**src/rtl/neo_pkg.sv**
```systemverilog
`default_nettype none
// ------------------------------------------------------------------
// neo_pkg : shared WS2812 timing constants, pixel word and decoder states
// Revision: 1.0
// ------------------------------------------------------------------
package neo_pkg;

  localparam int T0H          = 18;
  localparam int T1H          = 40;
  localparam int T0L          = 40;
  localparam int T1L          = 22;
  localparam int RESET_CYCLES = 2500;

  typedef struct packed {
    logic [7:0] g;
    logic [7:0] r;
    logic [7:0] b;
  } grb_t;

  typedef enum logic [1:0] {
    ARM  = 2'd0,
    IDLE = 2'd1,
    HIGH = 2'd2,
    LOW  = 2'd3
  } dec_state_t;

endpackage
`default_nettype wire

```
**src/rtl/neo_pixel_decoder_if.sv**
```systemverilog
`default_nettype none
// ------------------------------------------------------------------
// neo_pixel_decoder_if : serial input and decoded pixel/frame outputs
// Revision: 1.0
// ------------------------------------------------------------------
interface neo_pixel_decoder_if;
  logic        neo_in;
  logic        pixel_valid;
  logic [23:0] pixel_data;
  logic [2:0]  pixel_index;
  logic        frame_done;
  logic [3:0]  pixel_count;
  logic        proto_error;
  logic        error_seen;

  modport master (
    input  neo_in,
    output pixel_valid, pixel_data, pixel_index, frame_done,
    output pixel_count, proto_error, error_seen
  );

  modport slave (
    output neo_in,
    input  pixel_valid, pixel_data, pixel_index, frame_done,
    input  pixel_count, proto_error, error_seen
  );
endinterface
`default_nettype wire

```
**src/rtl/neo_pixel_decoder_sync.sv**
```systemverilog
`default_nettype none
// ------------------------------------------------------------------
// neo_sync : two-flop synchronizer for the asynchronous serial line
// Revision: 1.0
// ------------------------------------------------------------------
module neo_sync (
  input  logic clock,
  input  logic reset,
  input  logic din_i,
  output logic dout_o
);
  logic [1:0] sync_q;

  always_ff @(posedge clock or posedge reset) begin
    if (reset) sync_q <= 2'b00;
    else       sync_q <= {sync_q[0], din_i};
  end

  assign dout_o = sync_q[1];
endmodule
`default_nettype wire

```
**src/rtl/neo_pixel_decoder.sv**
```systemverilog
`default_nettype none
// ------------------------------------------------------------------
// neo_pixel_decoder : WS2812 NRZ receiver, high-time bit decode, GRB words
// Revision: 1.0
// ------------------------------------------------------------------
module neo_pixel_decoder
  import neo_pkg::*;
#(
  parameter int NUM_PIXELS   = 5,
  parameter int BIT_THRESH   = 29,
  parameter int MIN_HIGH     = 8,
  parameter int MAX_HIGH     = 60,
  parameter int MIN_LOW      = 8,
  parameter int RESET_CYCLES = neo_pkg::RESET_CYCLES
) (
  input  logic                 clock,
  input  logic                 reset,
  neo_pixel_decoder_if.master  bus
);
  localparam logic [11:0] CNT_SAT  = 12'(RESET_CYCLES);
  localparam logic [11:0] CNT_THR  = 12'(BIT_THRESH);
  localparam logic [11:0] CNT_MINH = 12'(MIN_HIGH);
  localparam logic [11:0] CNT_MAXH = 12'(MAX_HIGH);
  localparam logic [11:0] CNT_MINL = 12'(MIN_LOW);
  localparam logic [3:0]  PIX_LIM  = 4'(NUM_PIXELS);

  logic        s, s_prev_q, rise, fall, err;
  logic [23:0] word;
  dec_state_t  state_q, state_d;
  logic [11:0] cnt_q, cnt_d;
  logic [4:0]  bitcnt_q, bitcnt_d;
  logic [3:0]  pixcnt_q, pixcnt_d;
  // Only 23 bits are kept: the 24th bit goes straight into the presented word.
  logic [22:0] shreg_q, shreg_d;
  logic        pixel_valid_q, pixel_valid_d;
  grb_t        pixel_data_q, pixel_data_d;
  logic [2:0]  pixel_index_q, pixel_index_d;
  logic        frame_done_q, frame_done_d;
  logic [3:0]  pixel_count_q, pixel_count_d;
  logic        proto_error_q, proto_error_d;
  logic        error_seen_q, error_seen_d;

  neo_sync u_sync (
    .clock  (clock),
    .reset  (reset),
    .din_i  (bus.neo_in),
    .dout_o (s)
  );

  assign rise = s & ~s_prev_q;
  assign fall = ~s & s_prev_q;
  assign word = {shreg_q, (cnt_q >= CNT_THR)};

  always_ff @(posedge clock or posedge reset) begin
    if (reset) begin
      s_prev_q      <= 1'b0;
      state_q       <= ARM;
      cnt_q         <= '0;
      bitcnt_q      <= '0;
      pixcnt_q      <= '0;
      shreg_q       <= '0;
      pixel_valid_q <= 1'b0;
      pixel_data_q  <= '0;
      pixel_index_q <= '0;
      frame_done_q  <= 1'b0;
      pixel_count_q <= '0;
      proto_error_q <= 1'b0;
      error_seen_q  <= 1'b0;
    end else begin
      s_prev_q      <= s;
      state_q       <= state_d;
      cnt_q         <= cnt_d;
      bitcnt_q      <= bitcnt_d;
      pixcnt_q      <= pixcnt_d;
      shreg_q       <= shreg_d;
      pixel_valid_q <= pixel_valid_d;
      pixel_data_q  <= pixel_data_d;
      pixel_index_q <= pixel_index_d;
      frame_done_q  <= frame_done_d;
      pixel_count_q <= pixel_count_d;
      proto_error_q <= proto_error_d;
      error_seen_q  <= error_seen_d;
    end
  end

  always_comb begin
    cnt_d         = cnt_q;
    state_d       = state_q;
    bitcnt_d      = bitcnt_q;
    pixcnt_d      = pixcnt_q;
    shreg_d       = shreg_q;
    pixel_valid_d = 1'b0;
    pixel_data_d  = pixel_data_q;
    pixel_index_d = pixel_index_q;
    frame_done_d  = 1'b0;
    pixel_count_d = pixel_count_q;
    proto_error_d = 1'b0;
    error_seen_d  = error_seen_q;
    err           = 1'b0;

    if (rise || fall)        cnt_d = 12'd1;
    else if (cnt_q < CNT_SAT) cnt_d = cnt_q + 12'd1;

    unique case (state_q)
      ARM: begin
        if (!s && cnt_q == CNT_SAT) state_d = IDLE;
      end
      IDLE: begin
        if (rise) begin
          state_d  = HIGH;
          bitcnt_d = '0;
          pixcnt_d = '0;
          shreg_d  = '0;
        end
      end
      HIGH: begin
        err = (cnt_q > CNT_MAXH) || (fall && cnt_q < CNT_MINH);
        if (fall && !err) begin
          shreg_d = word[22:0];
          if (bitcnt_q == 5'd23) begin
            bitcnt_d = '0;
            if (pixcnt_q < PIX_LIM) begin
              pixel_valid_d = 1'b1;
              pixel_data_d  = grb_t'(word);
              pixel_index_d = pixcnt_q[2:0];
            end
            if (pixcnt_q != 4'hF) pixcnt_d = pixcnt_q + 4'd1;
          end else begin
            bitcnt_d = bitcnt_q + 5'd1;
          end
          state_d = LOW;
        end
      end
      LOW: begin
        // A rise landing exactly on the latch count still ends the frame, then starts the next.
        if (cnt_q == CNT_SAT) begin
          if (bitcnt_q != '0) begin
            err = 1'b1;
          end else begin
            frame_done_d  = 1'b1;
            pixel_count_d = pixcnt_q;
            state_d       = rise ? HIGH : IDLE;
            pixcnt_d      = '0;
            shreg_d       = '0;
          end
        end else if (rise) begin
          if (cnt_q < CNT_MINL) err = 1'b1;
          else                  state_d = HIGH;
        end
      end
      default: state_d = ARM;
    endcase

    if (err) begin
      proto_error_d = 1'b1;
      error_seen_d  = 1'b1;
      state_d       = ARM;
      bitcnt_d      = '0;
      pixcnt_d      = '0;
      shreg_d       = '0;
    end
  end

  assign bus.pixel_valid = pixel_valid_q;
  assign bus.pixel_data  = pixel_data_q;
  assign bus.pixel_index = pixel_index_q;
  assign bus.frame_done  = frame_done_q;
  assign bus.pixel_count = pixel_count_q;
  assign bus.proto_error = proto_error_q;
  assign bus.error_seen  = error_seen_q;
endmodule
`default_nettype wire

```
**src/flat_wrapper.sv**
```systemverilog
// flat-port wrapper written by rule: the top's interface ports become plain ports
module neo_pixel_decoder_flat import neo_pkg::*;
#(
  parameter int NUM_PIXELS   = 5,
  parameter int BIT_THRESH   = 29,
  parameter int MIN_HIGH     = 8,
  parameter int MAX_HIGH     = 60,
  parameter int MIN_LOW      = 8,
  parameter int RESET_CYCLES = neo_pkg::RESET_CYCLES
)
  (clock, reset, bus_neo_in, bus_pixel_valid, bus_pixel_data, bus_pixel_index, bus_frame_done, bus_pixel_count, bus_proto_error, bus_error_seen);
  neo_pixel_decoder_if bus_i ();
  input  logic clock;
  input  logic reset;
  input wire logic [$bits(bus_i.neo_in)-1:0] bus_neo_in;
  output wire logic [$bits(bus_i.pixel_valid)-1:0] bus_pixel_valid;
  output wire logic [$bits(bus_i.pixel_data)-1:0] bus_pixel_data;
  output wire logic [$bits(bus_i.pixel_index)-1:0] bus_pixel_index;
  output wire logic [$bits(bus_i.frame_done)-1:0] bus_frame_done;
  output wire logic [$bits(bus_i.pixel_count)-1:0] bus_pixel_count;
  output wire logic [$bits(bus_i.proto_error)-1:0] bus_proto_error;
  output wire logic [$bits(bus_i.error_seen)-1:0] bus_error_seen;
  assign bus_i.neo_in = bus_neo_in;
  assign bus_pixel_valid = bus_i.pixel_valid;
  assign bus_pixel_data = bus_i.pixel_data;
  assign bus_pixel_index = bus_i.pixel_index;
  assign bus_frame_done = bus_i.frame_done;
  assign bus_pixel_count = bus_i.pixel_count;
  assign bus_proto_error = bus_i.proto_error;
  assign bus_error_seen = bus_i.error_seen;
  neo_pixel_decoder #(.NUM_PIXELS(NUM_PIXELS), .BIT_THRESH(BIT_THRESH), .MIN_HIGH(MIN_HIGH), .MAX_HIGH(MAX_HIGH), .MIN_LOW(MIN_LOW), .RESET_CYCLES(RESET_CYCLES)) u_core (.clock(clock), .reset(reset), .bus(bus_i));
endmodule
```
**config.mk**
```make
export PLATFORM = sky130hd
export DESIGN_NAME = neo_pixel_decoder_flat
export DESIGN_NICKNAME = d
export VERILOG_FILES = /design/src/rtl/neo_pkg.sv /design/src/rtl/neo_pixel_decoder_if.sv /design/src/rtl/neo_pixel_decoder_sync.sv /design/src/rtl/neo_pixel_decoder.sv /design/src/flat_wrapper.sv
export SDC_FILE = /design/constraint.sdc
export NUM_CORES = 1
export LEC_CHECK = 0
export ABC_CLOCK_PERIOD_IN_PS = 2700
export CORE_MARGIN = 10
export CORE_UTILIZATION = 30
export CTS_CLUSTER_DIAMETER = 30
export DETAILED_ROUTE_END_ITERATION = 16
export PLACE_DENSITY_LB_ADDON = 0.2
export SETUP_SLACK_MARGIN = 0.3
export SYNTH_ARGS = -nofsm -noshare
export SYNTH_HDL_FRONTEND = slang
export SYNTH_SLANG_ARGS = --single-unit
```
**constraint.sdc**
```tcl
create_clock -name clock -period 2.7 [get_ports clock]
set_input_delay 0.405 -clock clock [delete_from_list [all_inputs] [get_ports clock]]
set_output_delay 0.405 -clock clock [all_outputs]
set_load 0.02 [all_outputs]
```
==> flow_summary.ini <==
; flow metrics
[synthesis]
yosys-top-cells-count = 84 x dfrtp_1, 37 x mux2_2, 28 x inv_1
top_cell = dfrtp_1
syn_area_um2 = 4040
synth-edff-count = 0
synth.avg_cell_area_um2 = 11.41
mux_share_pct = 14.40
top_area_share_pct = 52.03
ys_types = 56
ys.warnings.count = 0
ys_sh_adder_pct = 4.645
area_leaders = dfrtp_1 52%, mux2_2 10%, ha_1 4.6%
ys_sh_xor_pct = 1.951
ys_cells = 354
yosys.area.top_type = dfrtp_1
synthesis.instances = 354

[worst_setup_path]
setup.worst_path.end = u_core.shreg_q[18]$_DFFE_PP0P_
end_kind = flip-flop
r2r_cells = 10
r2r-start = u_core.bitcnt_q[1]$_DFFE_PP0P_
critPathBufInv = 3
startpoint = u_core.bitcnt_q[1]$_DFFE_PP0P_
path_delay_family = simple AND/OR/NAND/NOR gates
path_class = flip-flop to flip-flop
path_depth = 10
regToRegSetupSlack_ns = 0.31

[final_layout]
regArea_um2 = 2103
drive_gt1_share_pct = 25.94
diodes = 0
n_fill_cell = 1305
inv_count = 28
largest_register_ffs = 24
layout.nets = 437
ff_count = 84
sh_comb_area_pct = 35.69
lay_top_count = dfrtp_1
logic_gate_count = 229
mostFrequentLayoutCells = 83 x dfrtp_1, 37 x clkdlybuf4s50_1, 33 x mux2_2
nClkBuffers = 10

[global_routing]
top_usage_layer = met2
grt_pass1_wl_um = 14960
grt.overflow.total = 0
grt_max_degree = 33
grt_pass1_vias = 2924
antenna_found_initial = 0

[die]
io_pins = 38
die_height_um = 136.0
fp_util_pct = 30.51
die_area_um2 = 18510
core_um2 = 13240
num_rows = 42

[timing]
fin_crit_sh_pct = 88.49
setup_viol = 0
slew_headroom_pct = 64.73
min_period_ns = 2.389
hold_ws_ns = 0.3073
max_freq_ghz = 0.4186

[power]
power_leader = registers
swShare_pct = 23.38
power.internal_mw = 2.055
p_clk_mw = 1.26
power_mw = 2.682
power_per_cell_area_nw_per_um2 = 505.7

[clocking]
clkSinkCount = 84
cts_tree = yes
cts_buffer_depth = 2
clkLatencyLatePin_ns = 0.34
root_buffer = clkbuf_16
clk_pin_slew_ns = 0.07

[place]
place_area_um2 = 4720
dp_cells = 569
place_ws_ns = 0.1903
hpwl_um = 6098

[route]
highest_layer = met4
viasPerCell = 4.748
avgRoutedWirePerCell_um = 15.03
drc = 0
drt-met1-wl_um = 4154
met2_length_um = 4326

[hold_path]
holdCritPathClass = input pin to async pin

[outcome]
status = finished, final reports clean

[run]
tool_warnings = 38
==> images/layer_met1.png <==
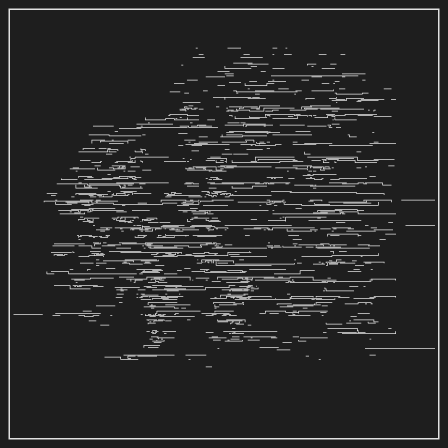
wire length on this layer: 4150 um
share of all routed wire: 46%
longest straight run: 27.6 um
main direction: horizontal
met1 Track Usage GR: 11.91%
final wirelength: 9018 um
total vias in the final route: 2849

==> images/layer_met2.png <==
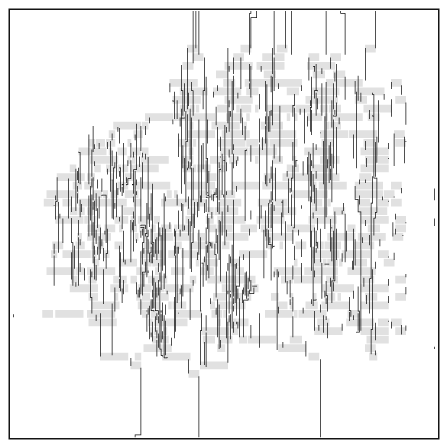
wire length on this layer: 4330 um
nets with wire on the layer: 376
main direction: vertical
met2 Resource Use GR: 16.68%

==> images/sizes.png <==
Scale bar: 50 um.
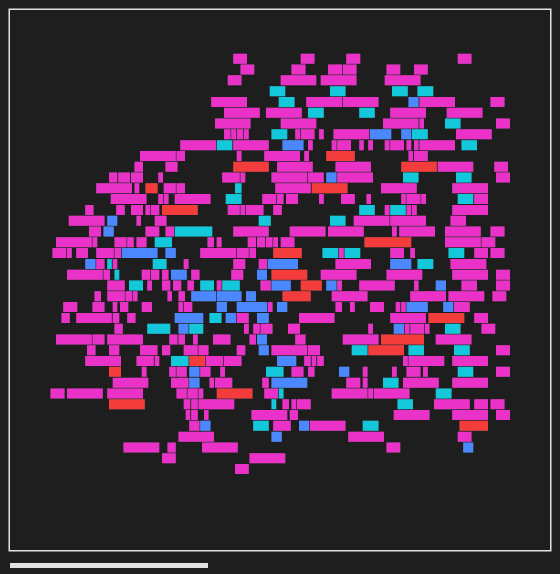
| colour | size | cells | share |
|---|---|---|---|
| cyan | _2 cells | 50 | 12% |
| magenta | _0 and _1 cells | 314 | 74% |
| blue | _3 and _4 cells | 41 | 9.7% |
| red | _6 and larger | 19 | 4.5% |
Layout area overhead: 31.28%
Final WS setup: 0.3109 ns
fin area: 5304 um2

